<file path="src/rtl/alarm_fsm_pkg.sv">
// Shared encodings for the vehicle alarm controller and status_generator.
// Holds the state encoding, LED status codes and the time register select codes.
package alarm_fsm_pkg;

    typedef enum logic [2:0] {
        ST_DISARMED  = 3'd0,
        ST_ARMING    = 3'd1,
        ST_ARMED     = 3'd2,
        ST_TRIGGERED = 3'd3,
        ST_ALARM     = 3'd4
    } state_t;

    typedef enum logic [1:0] {
        STATUS_OFF   = 2'd0,
        STATUS_SOLID = 2'd1,
        STATUS_BLINK = 2'd2
    } status_t;

    localparam logic [1:0] SEL_ARM    = 2'd0;
    localparam logic [1:0] SEL_DRIVER = 2'd1;
    localparam logic [1:0] SEL_PASS   = 2'd2;
    localparam logic [1:0] SEL_ALARM  = 2'd3;

    function automatic status_t status_of(input state_t s);
        case (s)
            ST_ARMED:     return STATUS_BLINK;
            ST_TRIGGERED: return STATUS_SOLID;
            ST_ALARM:     return STATUS_SOLID;
            default:      return STATUS_OFF;
        endcase
    endfunction

endpackage

</file>
<file path="src/rtl/alarm_fsm_countdown_timer.sv">
// 4-bit seconds countdown: a value N loaded here expires on the (N+1)th one_hz.
// Load wins over a coincident one_hz; the count holds at zero once drained.
module countdown_timer (
    input  logic       clk,
    input  logic       reset,
    input  logic       one_hz,
    input  logic       load,
    input  logic [3:0] value,
    output logic       expired
);

    logic [3:0] count;

    always_ff @(posedge clk or negedge reset) begin
        if (!reset) begin
            count <= 4'd0;
        end else if (load) begin
            count <= value;
        end else if (one_hz && count != 4'd0) begin
            count <= count - 4'd1;
        end
    end

    // Not gated by load: the FSM derives load from expired, and it already
    // gives its own loads priority over expiry.
    assign expired = one_hz && (count == 4'd0);

endmodule

</file>
<file path="src/rtl/alarm_fsm.sv">
// Vehicle anti-theft controller: arming/entry/siren sequencing, programmable
// delay registers and the fuel pump interlock.
//
// state        | meaning
// -------------+--------------------------------------------------
// DISARMED     | ignition on or idle, waiting for driver door to close
// ARMING       | arm delay running, any door opening aborts
// ARMED        | watching doors, status LED blinks
// TRIGGERED    | entry delay running, doors ignored
// ALARM        | siren on, held while any door is open
module alarm_fsm
    import alarm_fsm_pkg::*;
#(
    parameter int T_ARM    = 6,
    parameter int T_DRIVER = 8,
    parameter int T_PASS   = 15,
    parameter int T_ALARM  = 10
) (
    input  logic       clk,
    input  logic       reset,
    input  logic       one_hz,
    input  logic       ignition,
    input  logic       door_driver,
    input  logic       door_pass,
    input  logic       hidden_sw,
    input  logic       brake,
    input  logic       reprogram,
    input  logic [1:0] time_param_sel,
    input  logic [3:0] time_value,
    output logic [1:0] status,
    output logic       siren,
    output logic       fuel_pump
);

    localparam logic [3:0] ARM_RST    = 4'(T_ARM);
    localparam logic [3:0] DRIVER_RST = 4'(T_DRIVER);
    localparam logic [3:0] PASS_RST   = 4'(T_PASS);
    localparam logic [3:0] ALARM_RST  = 4'(T_ALARM);

    state_t     state_q, state_d;
    logic [3:0] t_arm, t_driver, t_pass, t_alarm;
    logic       door_driver_q;
    logic       timer_load;
    logic [3:0] timer_value;
    logic       expired;
    logic       pump_q;
    status_t    status_q;
    logic       siren_q;

    always_ff @(posedge clk or negedge reset) begin
        if (!reset) begin
            t_arm    <= ARM_RST;
            t_driver <= DRIVER_RST;
            t_pass   <= PASS_RST;
            t_alarm  <= ALARM_RST;
        end else if (reprogram) begin
            case (time_param_sel)
                SEL_ARM:    t_arm    <= time_value;
                SEL_DRIVER: t_driver <= time_value;
                SEL_PASS:   t_pass   <= time_value;
                default:    t_alarm  <= time_value;
            endcase
        end
    end

    countdown_timer u_timer (
        .clk     (clk),
        .reset   (reset),
        .one_hz  (one_hz),
        .load    (timer_load),
        .value   (timer_value),
        .expired (expired)
    );

    always_ff @(posedge clk or negedge reset) begin
        if (!reset) begin
            state_q       <= ST_DISARMED;
            door_driver_q <= 1'b0;
        end else begin
            state_q       <= state_d;
            door_driver_q <= door_driver;
        end
    end

    always_comb begin
        state_d     = state_q;
        timer_load  = 1'b0;
        timer_value = 4'd0;
        if (ignition) begin
            state_d = ST_DISARMED;
        end else begin
            case (state_q)
                ST_DISARMED: begin
                    if (door_driver_q && !door_driver) begin
                        state_d     = ST_ARMING;
                        timer_load  = 1'b1;
                        timer_value = t_arm;
                    end
                end
                ST_ARMING: begin
                    if (door_driver || door_pass) begin
                        state_d = ST_DISARMED;
                    end else if (expired) begin
                        state_d = ST_ARMED;
                    end
                end
                ST_ARMED: begin
                    if (door_driver) begin
                        state_d     = ST_TRIGGERED;
                        timer_load  = 1'b1;
                        timer_value = t_driver;
                    end else if (door_pass) begin
                        state_d     = ST_TRIGGERED;
                        timer_load  = 1'b1;
                        timer_value = t_pass;
                    end
                end
                ST_TRIGGERED: begin
                    if (expired) begin
                        state_d     = ST_ALARM;
                        timer_load  = 1'b1;
                        timer_value = t_alarm;
                    end
                end
                ST_ALARM: begin
                    if (door_driver || door_pass) begin
                        timer_load  = 1'b1;
                        timer_value = t_alarm;
                    end else if (expired) begin
                        state_d = ST_ARMED;
                    end
                end
                default: state_d = ST_DISARMED;
            endcase
        end
    end

    always_ff @(posedge clk or negedge reset) begin
        if (!reset) begin
            status_q <= STATUS_OFF;
            siren_q  <= 1'b0;
            pump_q   <= 1'b0;
        end else begin
            status_q <= status_of(state_q);
            siren_q  <= (state_q == ST_ALARM);
            if (!ignition) begin
                pump_q <= 1'b0;
            end else if (hidden_sw && brake) begin
                pump_q <= 1'b1;
            end
        end
    end

    // Gate with live ignition so the pump drops in the same cycle the key turns off.
    assign fuel_pump = pump_q && ignition;
    assign status    = status_q;
    assign siren     = siren_q;

endmodule
</file>
<file path="config.mk">
export PLATFORM = sky130hd
export DESIGN_NAME = alarm_fsm
export DESIGN_NICKNAME = d
export VERILOG_FILES = /design/src/rtl/alarm_fsm_pkg.sv /design/src/rtl/alarm_fsm_countdown_timer.sv /design/src/rtl/alarm_fsm.sv
export SDC_FILE = /design/constraint.sdc
export NUM_CORES = 1
export LEC_CHECK = 0
export ABC_CLOCK_PERIOD_IN_PS = 2000
export CORE_MARGIN = 1.5
export CORE_UTILIZATION = 54
export DETAILED_ROUTE_END_ITERATION = 10
export PLACE_DENSITY = 0.82
export SYNTH_ARGS = -nofsm -noshare
export SYNTH_HDL_FRONTEND = slang
export SYNTH_SLANG_ARGS = --single-unit
</file>
<file path="constraint.sdc">
create_clock -name clk -period 2 [get_ports clk]
set_input_delay 0.2 -clock clk [delete_from_list [all_inputs] [get_ports clk]]
set_output_delay 0.2 -clock clk [all_outputs]
set_load 0.01 [all_outputs]
</file>
sizes.png
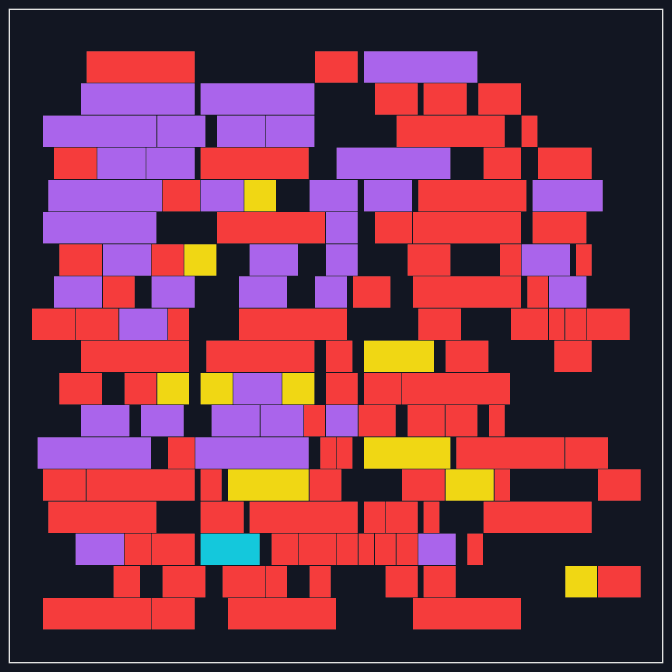
size	color	cells
_2 cells	purple	37
_0 and _1 cells	red	90
_6 and larger	cyan	1
_3 and _4 cells	yellow	10
area overhead of the layout relative to synthesis: 16.5%
Final WS setup: 0.159 ns
final design area excluding fillers: 1710 µm²
number of buffers outside the clock class in the layout: 21

congestion.png
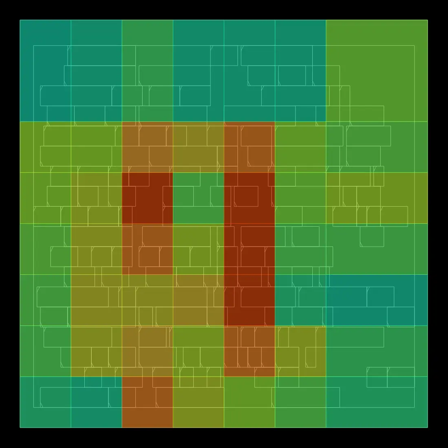
total global routing track utilization: 19.6%
routing usage on met1: 23.8%
per-cell routed wire length: 15.7 µm

wires.png
Only two layers are drawn.
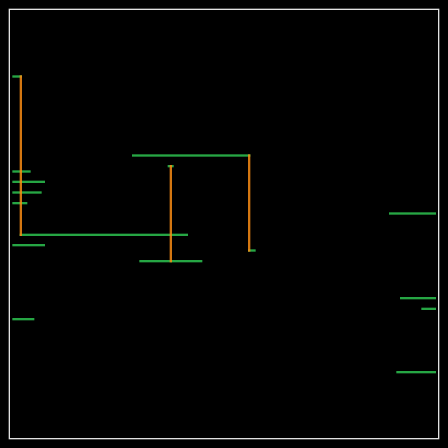
layer	color	wire length
metal 4	orange	44.9 µm
metal 3	green	80.0 µm
routed wire length: 2.64 mm
total number of vias: 1005

flops_by_reg.png
The bar under the picture is 20 µm long. Other sequential cells in the stronger gray, the rest of the logic in the fainter gray.
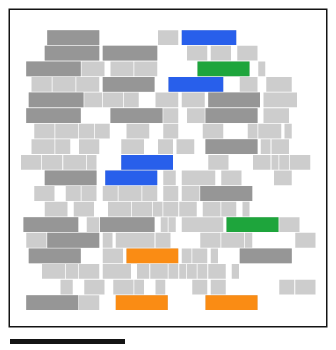
netlist name	color	flops
`status`	green	2
`t_alarm`	blue	4
`state_q`	orange	3
power in sequential cells: 787 µW
Layout Utilization: 67.8%
area taken by flip-flops and latches: 712 µm²
Seq/total area: 41.7%

==> out/notes.md <==
The total CTS buffers came out at 3. Per the post-route antenna check, the number of violating nets is 0. The worst setup path is captured at a flip-flop. Per the post-place timing report, worst setup slack is 0.0942 ns. The logs give 2.09 ns for the endpoint arrival time on the critical path and 0.722 nW for the static leakage.

Averaged over all synthesized cells, the footprint is 12.5 µm². The run gives 156 as the final layout net count. For the worst slew margin relative to its limit, the log shows 69.6%. The endpoint of the lowest-slack register-to-register path is u_timer.count[1].

Yosys reports that the leading cell type by area covers 32.4% of the netlist area. The core region is 2520 µm². The peak fanout along the critical path was 3. For the standard-cell row count, the log shows 18. Post-route period utilization is reported as 92.1%.

The number of antenna violations at the first check in global routing was 0; the vertical die dimension was 55.1 µm. In this run, synthesis produced a sequential element count of 28. The flow reports an fmax of 543 MHz. The cell sitting at the root of the clock tree is a clkbuf_4.

Per the CTS log, the buffer count on the longest clock path is 2. The library cell with the highest instance count after synthesis was dfrtp_1. According to the CTS report, the clock sink count is 28. The run gives 3.76% for the global-route track usage on met3.

The tally of OpenROAD warnings is 27, and the post-cts repair resize count is 0. Entering global routing, the biggest net connects 29 pins. For the final routed database, the setup TNS stands at 0 ns. The mean number of vias per cell was 5.98; the count of TritonRoute iterations in the first routing pass was 4. In the final layout, the share of cells above drive strength 1 is 34.8%. Per the repair_timing log after CTS, setup buffers inserted total 0.

Startpoint type of the worst setup path: a flip-flop. The clock arrives with 0.00799 ns of skew. The run gives 0 as the final setup violation count. The most common cell after layout, fill and taps aside was dfrtp_1.

The synthesis report lists the most area-consuming cells as dfrtp_1 32%, dfstp_2 16%, mux2_2 13%. The logs give 39 for the post-synthesis cell type count and 1470 µm² for the cell area after technology mapping. At the end of routability-driven placement, the weighted congestion stood at 0.777. In this run the count of I/O pins placed on the die edge is 19.

For the pin with the worst max-slew slack, the measured transition is 0.453 ns. TritonCTS built the clock tree. The post-synthesis cell type with the largest combined area is dfrtp_1.

Max-slew check failures listed in the final report amount to 0. In this run the maximum-capacitance check reported violations numbering 0. The multi-input combinational cell area came out at 706 µm². Per the timing report, the most critical flop-to-flop path originates at u_timer.count[0].

The tools report the required time of the worst setup path as 2.25 ns. The number of buffers added to fix hold violations after cts was 0. Global routing used 34.5% of the available met2 tracks.

In the routed design, unresolved DRC markers number 0. Counting flops with a built-in enable in the synthesized netlist gives 0. After synthesis, the share of flip-flops with an asynchronous set or reset is 100%. In the synthesis report, Yosys lists the chip area as 1470 µm².

VDD sags by at most 0.729 mV. For this run, the register share of the synthesized area comes to 48.5%. In the synthesized netlist, the number of instances is 117. The overall die size recorded for this design is 3040 µm². The number of global-route vias before repair was 946; the width of the chip was 55.1 µm.

The logs give 0 for the number of hold violations in the final report and 0.32 ns for the insertion delay of the later-clocked pin in the worst-skew pair. The net count after synthesis is 134. Buffers placed on the I/O ports in this run total 18. The flow ran to the end, and the final reports show no timing, DRC or antenna violations.

Total of fill cells in the finished design: 187. With the reg2reg setup slack at 0.16 ns, the total power per unit cell area is 886 nW/µm². For this block, the initial DRC count from the detailed router was 16.

The first global-routing pass estimated 4.15 mm of wire. Setup repair after global routing left no endpoint under its margin. The finished layout holds 168 standard cells, fillers aside.
[metrics by stage]
step	instance area (µm²)	hold WS [ns]	total power [mW]
6_report	1710	0.237	1.51
5_1_grt	1710	0.281	1.60
4_1_cts	1710	0.237	1.53
3_3_place_gp	1670	0.483	1.23
3_5_place_dp	1670	0.496	1.26
2_1_floorplan	1470	-0.0956	1.13
[worst max-delay path: stages (launching register included)]
cell     delay (ns)
dfrtp_1        0.40
inv_1          0.12
ha_1           0.20
or3b_2         0.48
nand2_1        0.13
mux2_2         0.34
mux2i_1        0.12
[layout make-up]
type                    count  share of cell area [%]
flip-flops and latches     28                    41.7
multi-input cells          81                    41.3
repair buffers             21                    11.9
well taps                  30                    2.20
clock buffers               4                    2.12
inverters                   4                   0.878
[worst max-delay path by stage]
stage	startpoint	endpoint	slack (ns)	depth (start not counted)
finish	u_timer.count[0]	u_timer.count[1]	0.16	6
global route	u_timer.count[0]	u_timer.count[1]	0.03	6
CTS	u_timer.count[0]	u_timer.count[1]	0.15	6
detailed placement	door_driver	u_timer.count[3]	0.09	5
global placement	door_driver	u_timer.count[1]	0.22	5
floorplan	u_timer.count[0]	u_timer.count[1]	0.28	6
[where the power goes]
part           switching [mW]  total (mW)  internal, mW
Clock                   0.154       0.265         0.111
Combinational           0.209       0.462         0.253
Sequential             0.0805       0.787         0.706
Total                   0.444        1.51          1.07
[cells by family after synthesis]
group                      Yosys count  synth area share, %
DFF                                 28                 48.5
buffers and inverters                8                 3.41
xor gates and xnor gates             3                 1.79
muxes                               22                 16.5
adders and majority gates            2                 1.70
and+or+nand+nor                     32                 14.9
AOI/OAI and AO/OA                   22                 13.2
[metal layers]
layer	up-vias	wire, µm
met5	-	0
met4	0	44
met3	6	80
met2	16	1390
met1	504	1120
li1	479	-
Power is estimated from default activity; no workload was simulated.
